Floorplan with the power grid:
Pins as bars on the die edge.
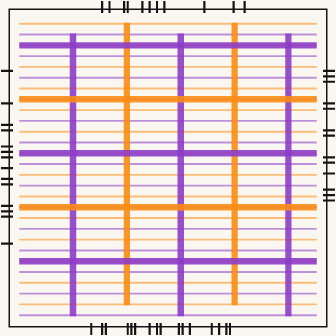
Placed cells, one color a class:
The bar under the picture is 20 um long.
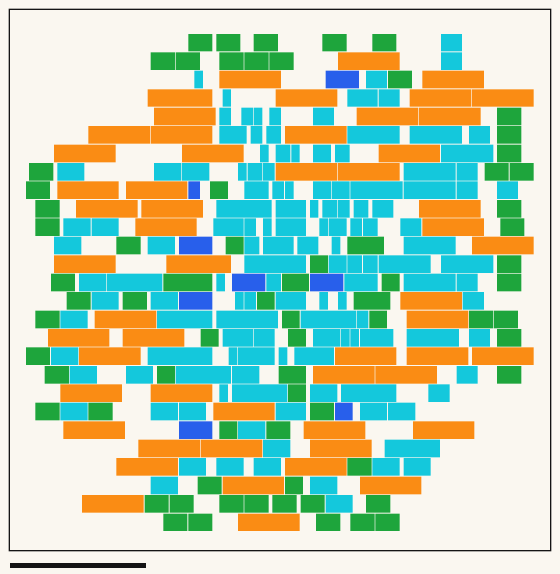
Clock distribution:
The bar under the picture is 20 um long.
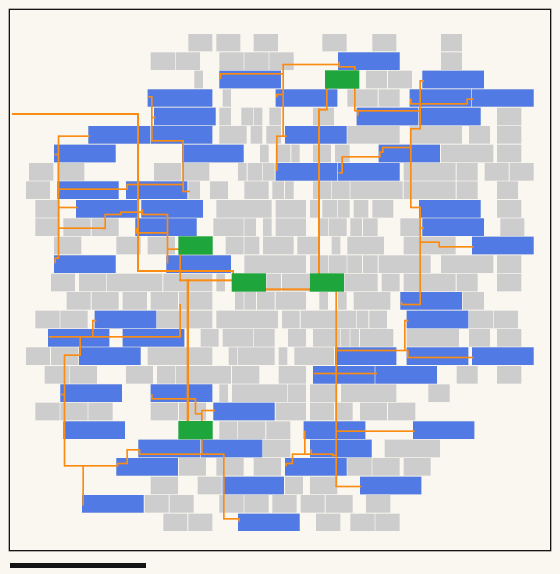
Signal wires by layer:
Only two layers are drawn.
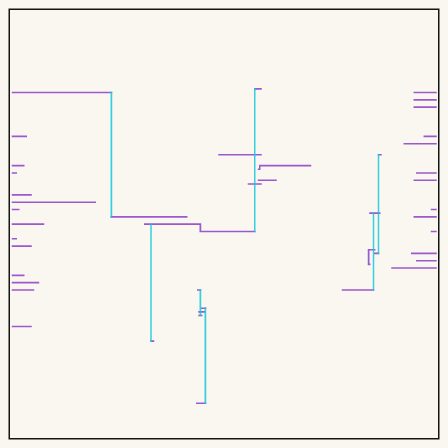
Clock nets:
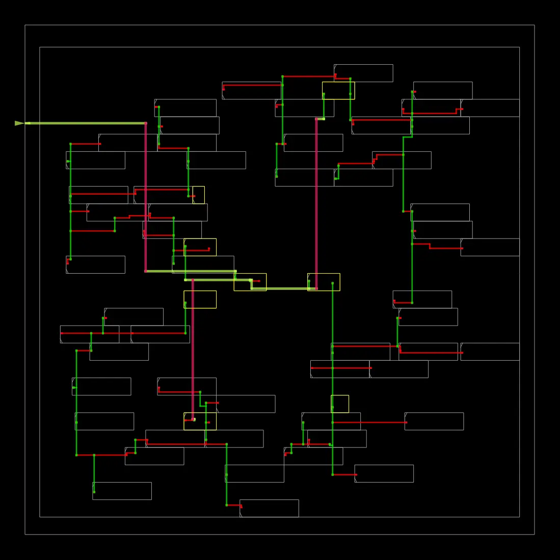
[src/rtl/psubsb_pkg.sv]
// psubsb_pkg
// Shared definitions for the serial packed saturating subtractor:
//   - FSM state encoding (IDLE / CALC / DONE)
//   - lane geometry (LANE_W, NUM_LANES)
//   - saturation constants (SAT_POS, SAT_NEG)
//   - helper functions for lane overflow detection and the saturation value
package psubsb_pkg;

  localparam int LANE_W    = 4;
  localparam int NUM_LANES = 4;

  localparam logic [LANE_W-1:0] SAT_POS = 4'b0111;
  localparam logic [LANE_W-1:0] SAT_NEG = 4'b1000;

  typedef enum logic [1:0] {
    IDLE = 2'd0,
    CALC = 2'd1,
    DONE = 2'd2
  } state_e;

  // Signed overflow of a - b: operands differ in sign and the result's sign
  // differs from the minuend's.
  function automatic logic lane_ovf(input logic [LANE_W-1:0] a,
                                    input logic [LANE_W-1:0] b,
                                    input logic [LANE_W-1:0] diff);
    return (a[LANE_W-1] != b[LANE_W-1]) && (diff[LANE_W-1] != a[LANE_W-1]);
  endfunction

  // Clamp toward the minuend's sign.
  function automatic logic [LANE_W-1:0] lane_sat(input logic [LANE_W-1:0] a);
    return a[LANE_W-1] ? SAT_NEG : SAT_POS;
  endfunction

endpackage

[src/rtl/CLA_4bit.sv]
// CLA_4bit
// 4-bit carry-lookahead adder: Sum = A + B + Cin (modulo 16).
// Ports:
//   A, B  : 4-bit addends
//   Cin   : carry in
//   Sum   : 4-bit sum
module CLA_4bit (
  input  logic [3:0] A,
  input  logic [3:0] B,
  input  logic       Cin,
  output logic [3:0] Sum
);

  logic [3:0] g;
  logic [3:0] p;
  logic [3:0] c;

  assign g = A & B;
  assign p = A ^ B;

  // Every carry computed directly from generate/propagate terms.
  assign c[0] = Cin;
  assign c[1] = g[0] | (p[0] & Cin);
  assign c[2] = g[1] | (p[1] & g[0]) | (p[1] & p[0] & Cin);
  assign c[3] = g[2] | (p[2] & g[1]) | (p[2] & p[1] & g[0])
              | (p[2] & p[1] & p[0] & Cin);

  assign Sum = p ^ c;

endmodule

[src/rtl/psubsb_serial.sv]
// psubsb_serial
// Serial packed saturating subtractor. Result = A - B per signed 4-bit lane,
// one lane per clock through a single shared CLA_4bit, lane 0 first.
// Optional feature macro: PSUBSB_SAT_FLAG_EN adds the sat_flags output.
// Ports:
//   clk        : rising-edge clock
//   rst        : asynchronous active-high reset
//   in_valid   : operand pair offered
//   in_ready   : block can accept operands (IDLE only)
//   A, B       : minuend / subtrahend, four signed 4-bit lanes
//   out_valid  : Result valid (DONE only)
//   out_ready  : consumer accepts Result
//   Result     : registered per-lane saturated difference A - B
//   sat_flags  : per-lane saturation indicator (PSUBSB_SAT_FLAG_EN only)
module psubsb_serial
  import psubsb_pkg::*;
(
  input  logic        clk,
  input  logic        rst,
  input  logic        in_valid,
  output logic        in_ready,
  input  logic [15:0] A,
  input  logic [15:0] B,
  output logic        out_valid,
  input  logic        out_ready,
  output logic [15:0] Result
`ifdef PSUBSB_SAT_FLAG_EN
  ,
  output logic [3:0]  sat_flags
`endif
);

  localparam logic [1:0] LAST_LANE = 2'(NUM_LANES - 1);

  state_e      state_q;
  logic [1:0]  lane_q;
  logic [15:0] a_q;
  logic [15:0] b_q;
  logic [15:0] result_q;
  logic        in_ready_q;
  logic        out_valid_q;
`ifdef PSUBSB_SAT_FLAG_EN
  logic [3:0]  sat_q;
`endif

  logic [LANE_W-1:0] a_lane;
  logic [LANE_W-1:0] b_lane;
  logic [LANE_W-1:0] diff;
  logic              ovf_d;
  logic [LANE_W-1:0] lane_d;

  // Current lane operands taken from the captured copies, so input changes
  // after acceptance never reach the datapath.
  assign a_lane = a_q[lane_q*LANE_W +: LANE_W];
  assign b_lane = b_q[lane_q*LANE_W +: LANE_W];

  // Subtraction as A + ~B + 1 on the shared adder.
  CLA_4bit u_cla (
    .A   (a_lane),
    .B   (~b_lane),
    .Cin (1'b1),
    .Sum (diff)
  );

  assign ovf_d  = lane_ovf(a_lane, b_lane, diff);
  assign lane_d = ovf_d ? lane_sat(a_lane) : diff;

  always_ff @(posedge clk or posedge rst) begin
    if (rst) begin
      state_q     <= IDLE;
      lane_q      <= 2'd0;
      a_q         <= 16'h0000;
      b_q         <= 16'h0000;
      result_q    <= 16'h0000;
      in_ready_q  <= 1'b1;
      out_valid_q <= 1'b0;
`ifdef PSUBSB_SAT_FLAG_EN
      sat_q       <= 4'h0;
`endif
    end else begin
      case (state_q)
        IDLE: begin
          if (in_valid) begin
            a_q        <= A;
            b_q        <= B;
            result_q   <= 16'h0000;
            lane_q     <= 2'd0;
            in_ready_q <= 1'b0;
            state_q    <= CALC;
`ifdef PSUBSB_SAT_FLAG_EN
            sat_q      <= 4'h0;
`endif
          end
        end

        CALC: begin
          result_q[lane_q*LANE_W +: LANE_W] <= lane_d;
`ifdef PSUBSB_SAT_FLAG_EN
          sat_q[lane_q] <= ovf_d;
`endif
          if (lane_q == LAST_LANE) begin
            lane_q      <= 2'd0;
            out_valid_q <= 1'b1;
            state_q     <= DONE;
          end else begin
            lane_q <= lane_q + 2'd1;
          end
        end

        DONE: begin
          // Result and flags simply hold; leaving DONE does not touch them.
          if (out_ready) begin
            out_valid_q <= 1'b0;
            in_ready_q  <= 1'b1;
            state_q     <= IDLE;
          end
        end

        default: begin
          state_q     <= IDLE;
          lane_q      <= 2'd0;
          in_ready_q  <= 1'b1;
          out_valid_q <= 1'b0;
        end
      endcase
    end
  end

  assign in_ready  = in_ready_q;
  assign out_valid = out_valid_q;
  assign Result    = result_q;
`ifdef PSUBSB_SAT_FLAG_EN
  assign sat_flags = sat_q;
`endif

endmodule

[config.mk]
export PLATFORM = sky130hd
export DESIGN_NAME = psubsb_serial
export DESIGN_NICKNAME = d
export VERILOG_FILES = /design/src/rtl/psubsb_pkg.sv /design/src/rtl/CLA_4bit.sv /design/src/rtl/psubsb_serial.sv
export SDC_FILE = /design/constraint.sdc
export NUM_CORES = 1
export LEC_CHECK = 0
export CORE_MARGIN = 2
export CORE_UTILIZATION = 46
export CTS_CLUSTER_DIAMETER = 30
export DETAILED_ROUTE_END_ITERATION = 7
export PLACE_DENSITY = 0.85
export SYNTH_ARGS = -nofsm -noshare
export SYNTH_HDL_FRONTEND = slang
export SYNTH_SLANG_ARGS = --single-unit
[constraint.sdc]
create_clock -name clk -period 2.85 [get_ports clk]
set_clock_uncertainty 0.2 [all_clocks]
set_input_delay 0.57 -clock clk [delete_from_list [all_inputs] [get_ports clk]]
set_output_delay 0.57 -clock clk [all_outputs]
set_load 0.005 [all_outputs]
==> results.ini <==
[die]
rows=27

[sta]
setup_viol=12
hold_viol_final=0
final.setup.worst_slack_ps=-111
finalCritPeriodShare_pct=104

[outcome]
status=finished, violations left
violations=negative setup slack

[setup_path]
critPathSlowestCell=mux4_2
worstRegToRegCells=8
critPathBufInv=2

[cells_and_area]
drive_gt1_share_pct=35.0
comb-cell-share_pct=37.8
syn_to_final_growth_pct=39.3
layout_top_cells=53 x clkdlybuf4s50_1, 52 x dfrtp_1, 32 x mux2_2

[clocking]
cts_setup_buffers=4

[yosys]
synthSimpleGateAreaFrac_pct=6.28
syn_area_per_cell_sq_um=13.4

[routing]
wl_met1_mm=2.47

[hold_path]
hold_depth=2

[grt]
grt-ovfl-total=0

-- 'floorplan with the power grid' (at the start) --
legend:
  VSS:
    color: purple
  VDD:
    color: orange
met4 straps: 5
signal pins: 54
rows: 27
die width: 79.6 um
Core Area: 5510 sq um
die y size: 79.6 um

-- 'placed cells, one color a class' (at the start) --
legend:
  all other logic:
    color: cyan
    cells: 133
  other buffers and delay cells:
    color: green
    cells: 71
  clock drivers and dummy loads:
    color: blue
    cells: 8
  flip-flops:
    color: orange
    cells: 54

-- 'clock distribution' (at the start) --
legend:
  flip-flops:
    color: blue
    count: 54
  cells driving clock nets:
    color: green
    count: 5
  clock wires:
    color: orange
    length: 581 um
flops lie: all over the die
clk_lat worst skew: 310 ps

-- 'signal wires by layer' (at the start) --
legend:
  met3:
    color: purple
    wire_length: 194 um
  met4:
    color: cyan
    wire_length: 127 um

-- 'clock nets' (at the start) --
Num CTS Buffers: 5
Seq cells: 54
total clock sinks: 54
clock buffers: 6

cells by family (layout without fill, tap and decap cells):
group,after synthesis,after routing
AND-OR/OR-AND,44,44
XOR/XNOR,1,1
flip-flops,54,54
AND/OR/NAND/NOR,28,28
adder cells (fa/ha/maj),9,9
multiplexers,40,40
buffers and inverters,20,90
cell usage after synthesis:
library cell / instances / area (sq um)
mux4_1: 1 / 26.3
a21oi_1: 4 / 20.0
or3_1: 5 / 31.3
nand2_1: 6 / 22.5
mux2_2: 32 / 360
or2_1: 1 / 6.26
nand2b_4: 1 / 13.8
inv_1: 11 / 41.3
buf_2: 2 / 10.0
nor3_1: 3 / 15.0
nor2_2: 1 / 6.26
or4_1: 1 / 7.51
o21a_1: 1 / 7.51
xnor2_1: 1 / 8.76
nand2b_2: 1 / 8.76
nor2_1: 4 / 15.0
a32o_1: 1 / 10.0
o21ai_0: 5 / 25.0
a22oi_2: 1 / 12.5
dfrtp_1: 53 / 1330
buf_4: 3 / 22.5
nor4_1: 1 / 6.26
a32oi_1: 12 / 105
nor2b_4: 1 / 13.8
mux4_2: 7 / 158
o31ai_1: 12 / 90.1
a21o_1: 4 / 30.0
fa_1: 1 / 20.0
a22o_1: 4 / 35.0
clkbuf_1: 2 / 7.51
dfstp_2: 1 / 26.3
buf_6: 2 / 22.5
ha_1: 8 / 100
nand2b_1: 3 / 18.8
